Figure 1. Placement view.
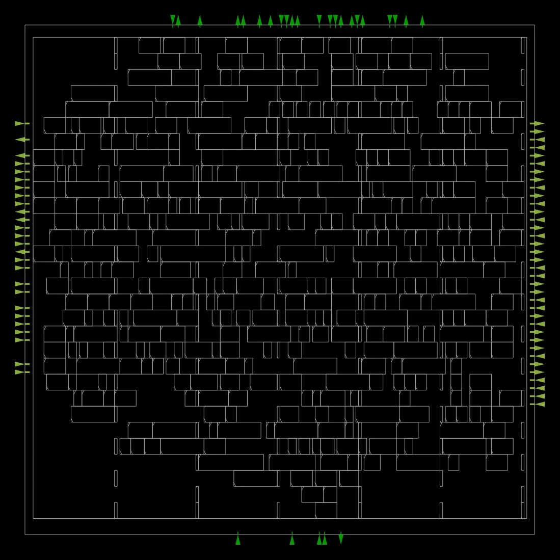
Figure 2. Clock distribution.
(3 px per um)
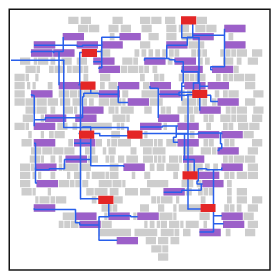
Figure 3. Where the registers sit.
(3 px per um) Other sequential cells in the stronger grey, the rest of the logic in the fainter grey.
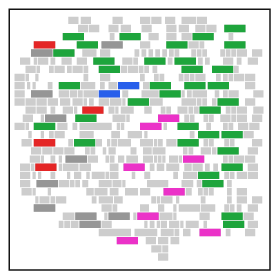
Figure 4. Placed cells, one colour a class.
(3 px per um)
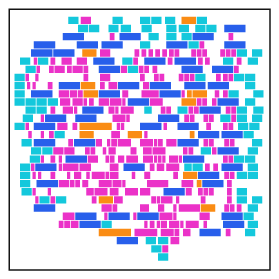
## src/rtl/noc_pkg.sv

```systemverilog
// Shared NoC link types: flit layout, flit types, packetizer FSM states, default widths.
// Header-flit payload occupies the low data bits left over after the X/Y destination fields.
package noc_pkg;

    localparam int NOC_DEST_X_W      = 4;
    localparam int NOC_DEST_Y_W      = 4;
    localparam int NOC_VC_NUM        = 2;
    localparam int NOC_VC_W          = $clog2(NOC_VC_NUM);
    localparam int FLIT_DATA_SIZE    = 32;
    localparam int HEAD_PAYLOAD_SIZE = FLIT_DATA_SIZE - NOC_DEST_X_W - NOC_DEST_Y_W;

    typedef enum logic [1:0] {
        HEAD     = 2'b00,
        BODY     = 2'b01,
        TAIL     = 2'b10,
        HEADTAIL = 2'b11
    } flit_type_t;

    typedef struct packed {
        flit_type_t                flit_label;
        logic [NOC_VC_W-1:0]       vc_id;
        logic [FLIT_DATA_SIZE-1:0] data;
    } flit_t;

    typedef enum logic [1:0] {
        ST_IDLE = 2'b00,
        ST_HEAD = 2'b01,
        ST_BODY = 2'b10
    } ni_state_t;

endpackage

```

## src/rtl/ni_credit_counter.sv

```systemverilog
// Per-VC credit counter mirroring free slots in the router input buffer; loads BUFFER_SIZE on reset.
// Latency: inc/dec visible on is_zero the cycle after they are applied.
// Backpressure: is_zero gates the sender; inc and dec in the same cycle cancel.
module ni_credit_counter #(
    parameter int BUFFER_SIZE = 8
) (
    input  logic clk,
    input  logic rst_n,
    input  logic inc,
    input  logic dec,
    output logic is_zero
);

    localparam int CNT_W = $clog2(BUFFER_SIZE + 1);

    logic [CNT_W-1:0] count;

    always_ff @(posedge clk) begin
        if (!rst_n) begin
            count <= CNT_W'(BUFFER_SIZE);
        end else begin
            if (inc && !dec) begin
                assert (count < CNT_W'(BUFFER_SIZE)) else $error("credit overflow");
                count <= count + CNT_W'(1);
            end else if (dec && !inc) begin
                assert (count != '0) else $error("credit underflow");
                count <= count - CNT_W'(1);
            end
        end
    end

    assign is_zero = (count == '0);

endmodule

```

## src/rtl/ni_packetizer.sv

```systemverilog
// NI transmitter: turns (dest, vc, len) messages plus payload words into HEAD/BODY/TAIL/HEADTAIL flits.
// Latency: payload handshake at cycle N gives valid_flit_o at N+1; one flit per cycle; optional NI_STATS_EN counters.
// Backpressure: data_ready_o drops while the packet's VC has zero registered credits; msg_ready_o only in IDLE.
module ni_packetizer
    import noc_pkg::*;
#(
    parameter int X_CURRENT        = 0,
    parameter int Y_CURRENT        = 0,
    parameter int DEST_ADDR_SIZE_X = NOC_DEST_X_W,
    parameter int DEST_ADDR_SIZE_Y = NOC_DEST_Y_W,
    parameter int VC_NUM           = NOC_VC_NUM,
    parameter int BUFFER_SIZE      = 8,
    parameter int MAX_PKT_LEN      = 15,
    localparam int VC_W            = $clog2(VC_NUM),
    localparam int LEN_W           = $clog2(MAX_PKT_LEN + 1)
) (
    input  logic                        clk,
    input  logic                        rst_n,
    input  logic                        msg_valid_i,
    output logic                        msg_ready_o,
    input  logic [DEST_ADDR_SIZE_X-1:0] msg_x_dest_i,
    input  logic [DEST_ADDR_SIZE_Y-1:0] msg_y_dest_i,
    input  logic [VC_W-1:0]             msg_vc_i,
    input  logic [LEN_W-1:0]            msg_len_i,
    input  logic                        data_valid_i,
    output logic                        data_ready_o,
    input  logic [FLIT_DATA_SIZE-1:0]   data_i,
    output flit_t                       flit_o,
    output logic                        valid_flit_o,
    input  logic                        credit_valid_i,
    input  logic [VC_W-1:0]             credit_vc_i
`ifdef NI_STATS_EN
    ,
    output logic [31:0]                 pkt_sent_o,
    output logic [31:0]                 flit_sent_o
`endif
);

    // Own coordinates are informational only; a packet to ourselves is routed LOCAL by the router.
    if (X_CURRENT >= (1 << DEST_ADDR_SIZE_X) || Y_CURRENT >= (1 << DEST_ADDR_SIZE_Y)) begin : g_bad_coord
        $error("node coordinates do not fit the destination fields");
    end
    if (DEST_ADDR_SIZE_X != NOC_DEST_X_W || DEST_ADDR_SIZE_Y != NOC_DEST_Y_W || VC_NUM != NOC_VC_NUM) begin : g_bad_cfg
        $error("packetizer widths disagree with noc_pkg flit layout");
    end

    ni_state_t                   state_q, state_d;
    logic [DEST_ADDR_SIZE_X-1:0] x_q;
    logic [DEST_ADDR_SIZE_Y-1:0] y_q;
    logic [VC_W-1:0]             vc_q;
    logic [LEN_W-1:0]            rem_q;
    logic [LEN_W-1:0]            len_clamped;
    logic [VC_NUM-1:0]           vc_zero;
    logic                        msg_fire, data_fire;
    flit_t                       flit_d;

    assign msg_fire    = msg_valid_i && msg_ready_o;
    assign data_fire   = data_valid_i && data_ready_o;
    assign len_clamped = (int'(msg_len_i) > MAX_PKT_LEN) ? LEN_W'(MAX_PKT_LEN) : msg_len_i;

    always_ff @(posedge clk) begin
        if (!rst_n) begin
            state_q <= ST_IDLE;
        end else begin
            state_q <= state_d;
        end
    end

    always_comb begin
        state_d = state_q;
        case (state_q)
            ST_IDLE: if (msg_fire) state_d = ST_HEAD;
            ST_HEAD: if (data_fire) state_d = (rem_q == '0) ? ST_IDLE : ST_BODY;
            ST_BODY: if (data_fire && rem_q == LEN_W'(1)) state_d = ST_IDLE;
            default: state_d = ST_IDLE;
        endcase
    end

    // rst_n gating keeps both handshakes low while reset is held.
    always_comb begin
        msg_ready_o       = 1'b0;
        data_ready_o      = 1'b0;
        flit_d.flit_label = BODY;
        flit_d.vc_id      = vc_q;
        flit_d.data       = data_i;
        case (state_q)
            ST_IDLE: msg_ready_o = rst_n;
            ST_HEAD: begin
                data_ready_o      = rst_n && !vc_zero[vc_q];
                flit_d.flit_label = (rem_q == '0) ? HEADTAIL : HEAD;
                flit_d.data       = {x_q, y_q, data_i[HEAD_PAYLOAD_SIZE-1:0]};
            end
            ST_BODY: begin
                data_ready_o      = rst_n && !vc_zero[vc_q];
                flit_d.flit_label = (rem_q == LEN_W'(1)) ? TAIL : BODY;
            end
            default: ;
        endcase
    end

    always_ff @(posedge clk) begin
        if (!rst_n) begin
            x_q          <= '0;
            y_q          <= '0;
            vc_q         <= '0;
            rem_q        <= '0;
            flit_o       <= '0;
            valid_flit_o <= 1'b0;
        end else begin
            valid_flit_o <= data_fire;
            if (msg_fire) begin
                assert (int'(msg_len_i) <= MAX_PKT_LEN) else $error("msg_len_i above MAX_PKT_LEN, clamped");
                x_q   <= msg_x_dest_i;
                y_q   <= msg_y_dest_i;
                vc_q  <= msg_vc_i;
                rem_q <= len_clamped;
            end
            if (data_fire) begin
                flit_o <= flit_d;
                if (state_q == ST_BODY) rem_q <= rem_q - LEN_W'(1);
            end
        end
    end

    for (genvar v = 0; v < VC_NUM; v++) begin : g_cred
        ni_credit_counter #(
            .BUFFER_SIZE(BUFFER_SIZE)
        ) u_cnt (
            .clk    (clk),
            .rst_n  (rst_n),
            .inc    (credit_valid_i && credit_vc_i == VC_W'(v)),
            .dec    (data_fire && vc_q == VC_W'(v)),
            .is_zero(vc_zero[v])
        );
    end

`ifdef NI_STATS_EN
    always_ff @(posedge clk) begin
        if (!rst_n) begin
            pkt_sent_o  <= '0;
            flit_sent_o <= '0;
        end else if (data_fire) begin
            flit_sent_o <= flit_sent_o + 32'd1;
            if (flit_d.flit_label == TAIL || flit_d.flit_label == HEADTAIL)
                pkt_sent_o <= pkt_sent_o + 32'd1;
        end
    end
`endif

endmodule

```

## config.mk

```make
export PLATFORM = sky130hd
export DESIGN_NAME = ni_packetizer
export DESIGN_NICKNAME = d
export VERILOG_FILES = /design/src/rtl/noc_pkg.sv /design/src/rtl/ni_credit_counter.sv /design/src/rtl/ni_packetizer.sv
export SDC_FILE = /design/constraint.sdc
export NUM_CORES = 1
export LEC_CHECK = 0
export CORE_UTILIZATION = 40
export DETAILED_ROUTE_END_ITERATION = 16
export PLACE_DENSITY = 0.72
export SYNTH_ARGS = -nofsm -noshare
export SYNTH_HDL_FRONTEND = slang
export SYNTH_SLANG_ARGS = --single-unit
```

## constraint.sdc

```tcl
create_clock -name clk -period 9.22 [get_ports clk]
set_clock_uncertainty 0.1 [all_clocks]
set_input_delay 1.383 -clock clk [delete_from_list [all_inputs] [get_ports clk]]
set_output_delay 1.383 -clock clk [all_outputs]
set_load 0.02 [all_outputs]
```

==> results.sh <==
# yosys + openroad results
export IMPL_slew_violations=0
export IMPL_yosysCellCount=326
export IMPL_p_sw_share_pct=31.6
export IMPL_synthFlopType="dfxtp_1"
export IMPL_hold_class="reg2reg"
export IMPL_power_leakage_nw=1.56
export IMPL_vias_per_cell=5.22
export IMPL_largest_reg_flops=35
export IMPL_num_vias=2615
export IMPL_insertion_delay_ns=0.34
export IMPL_port_buffers=88
export IMPL_rsz0062_at_grt="false"
export IMPL_combGateArea_um2=1510
export IMPL_comb_power_mw=0.236
export IMPL_vdd_drop_max_v=0.0000963
export IMPL_antenna_cells=0
export IMPL_setup_worst_path_start="rst_n"
export IMPL_setup_slack_ns=4.39
export IMPL_crit_arrival_ns=4.97
export IMPL_cts_tree="done"
export IMPL_common_cells="59 x dfxtp_1, 47 x nand3_1, 33 x a21oi_1"
export IMPL_ys_flops=59
export IMPL_ios=89
export IMPL_placed_cell_area_um2=3740
export IMPL_crit_path_end_kind="flop"
export IMPL_place_hpwl_um=4780
export IMPL_overflow=0
export IMPL_path_cells="clkdlybuf4s50_1 -> buf_4 -> o211a_1 -> nand3_1 -> ha_1 -> inv_1 -> ha_1 -> a21o_1 -> a21oi_1 -> mux2i_1 -> mux2_2"
export IMPL_worst_pin_slew_ns=1.15
export IMPL_drc=0
export IMPL_layout_drive_gt1_share_pct=8.40
export IMPL_rr_startpoint="g_cred[0].u_cnt.count[1]$_SDFFE_PN0P_"
export IMPL_fin_cells=501
export IMPL_edf_count=0
export IMPL_drt_total_wl_um=7200
export IMPL_ctsResizeCount=0
export IMPL_ant_nets=0
export IMPL_place_ws_ns=4.04
export IMPL_crit_path_frequent_cell="ha_1"
export IMPL_ys_seq_share_pct=41.4
export IMPL_post_cts_buffers=0
export IMPL_hold_violations=0
export IMPL_status="finished, final reports clean"
export IMPL_syn_area_per_cell_um2=8.74
export IMPL_clockBufferDepth=2
export IMPL_synth_area_um2=2850
export IMPL_reg_largest_list="flit_o (35), g_cred.u_cnt.count (8)"
export IMPL_p_int_mw=0.555
export IMPL_crit_fanout=37
export IMPL_die_width_um=86.4
export IMPL_yosysTopAreaCell="dfxtp_1"
export IMPL_slowest_stage="o211a_1"
export IMPL_syn_to_final_growth_pct=39.0
export IMPL_final_setup_tns_ns=0
export IMPL_p_switching_mw=0.256
export IMPL_async_reset_ff_share_pct=0
export IMPL_slowest_delay_ns=0.98
export IMPL_grt_pass1_wl_um=11500
export IMPL_clk_pin_slew_ns=0.06
export IMPL_ctsRootBufferMaster="clkbuf_8"
export IMPL_yosysUniqueCellTypes=49
export IMPL_dp_cells=485
export IMPL_warnings=30
export IMPL_syn_nets=391
export IMPL_powerSeq_mw=0.308
export IMPL_setup_viol=0
export IMPL_yosysWarnings=0
export IMPL_clk_power_mw=0.267
export IMPL_htree_levels=3
export IMPL_max_freq_mhz=207
export IMPL_grt_pass1_vias=2482
export IMPL_holdCritStartpoint="y_q[0]$_SDFFE_PN0P_"
export IMPL_ys_area_um2=2850
export IMPL_top_cell="dfxtp_1"
export IMPL_postCtsHoldBufs=0
export IMPL_cts_made_buffers=9
export IMPL_place_congestion=0.770
export IMPL_top_cells_by_area="dfxtp_1 41%, nand3_1 8.3%, a21oi_1 5.8%"
export IMPL_crit_path_start_kind="input port"
export IMPL_wl_per_cell_um=14.4
export IMPL_layout_top_cells="88 x clkdlybuf4s50_1, 59 x dfxtp_1, 47 x nand3_1, 33 x a21oi_1, 30 x nand2_1"
export IMPL_fp_dieArea_um2=7470
export IMPL_seqPwrFrac_pct=38.0
export IMPL_power_top_group="registers"
Notes on Figure 1 above:
Core Rows: 30
final core utilization: 58.0%
sequential cells: 59
sequential portion of the cell area: 29.8%

Notes on Figure 2 above:
red -> cells driving clock nets  # count 9
blue -> clock wires  # length 774 um
purple -> flip-flops  # count 59
routed clock nets = 10

Notes on Figure 3 above:
red -> y_q  # sequential cells 4, where west
magenta -> g_cred.u_cnt.count  # sequential cells 8
green -> flit_o  # sequential cells 35
blue -> state_q  # sequential cells 2
not coloured = 10

Notes on Figure 4 above:
blue -> flops  # cells 59
orange -> clock drivers and dummy loads  # cells 16
magenta -> all other logic  # cells 240
cyan -> other buffers and delay cells  # cells 90
Finished Cell Area: 3960 um^2
Core ar.: 6830 um^2

## logic make-up after synthesis
| group | after synthesis | synth area share, % |
|---|---|---|
| buf+inv | 34 | 5.79 |
| xor+xnor | 4 | 1.23 |
| fa+ha+maj | 14 | 6.67 |
| simple gates | 112 | 19.2 |
| mux | 16 | 5.79 |
| flops | 59 | 41.4 |
| compound gates | 87 | 19.9 |
## final timing paths
kind	endpoint	cells after the start	slack [ns]
worst min-delay path	y_q[0]$_SDFFE_PN0P_	2	0.36
worst max register to register	g_cred[1].u_cnt.count[3]$_SDFFE_PN1P_	10	5.59
worst max-delay path	g_cred[1].u_cnt.count[3]$_SDFFE_PN1P_	11	4.39
worst min register to register	y_q[0]$_SDFFE_PN0P_	2	0.36
## final cells by class
cell class | count | area share [%]
multi-input cells | 233 | 38.2
inverters | 7 | 0.663
well taps | 96 | 3.03
clock inverters | 5 | 1.89
repair buffers | 90 | 22.6
clock buffers | 11 | 3.82
flip-flops and latches | 59 | 29.8
## layer usage
metal | part of all wire (%) | track usage, %
met3 | 6.0 | 4.48
met1 | 46 | 24.2
met4 | 1.7 | 9.24
met5 | 0 | 0
met2 | 47 | 33.3
## worst max-delay path, delay by kind of cell
family / cells / cell delay, ns
muxes: 2 / 0.55
adders and majority gates: 2 / 0.51
and+or+nand+nor: 1 / 0.24
buffers and inverters: 3 / 0.94
AOI/OAI and AO/OA: 3 / 1.32
## per-stage QoR
step / power (mW) / hold WS, ns / utilization [%]
global placement: 0.542 / 0.341 / 54.7
detailed placement: 0.549 / 0.347 / 54.7
finish: 0.811 / 0.357 / 58.0
floorplan: 0.466 / 0.334 / -
CTS: 0.817 / 0.358 / 58.0
global route: 0.852 / 0.376 / 58.0
Power is estimated from default activity; no workload was simulated.
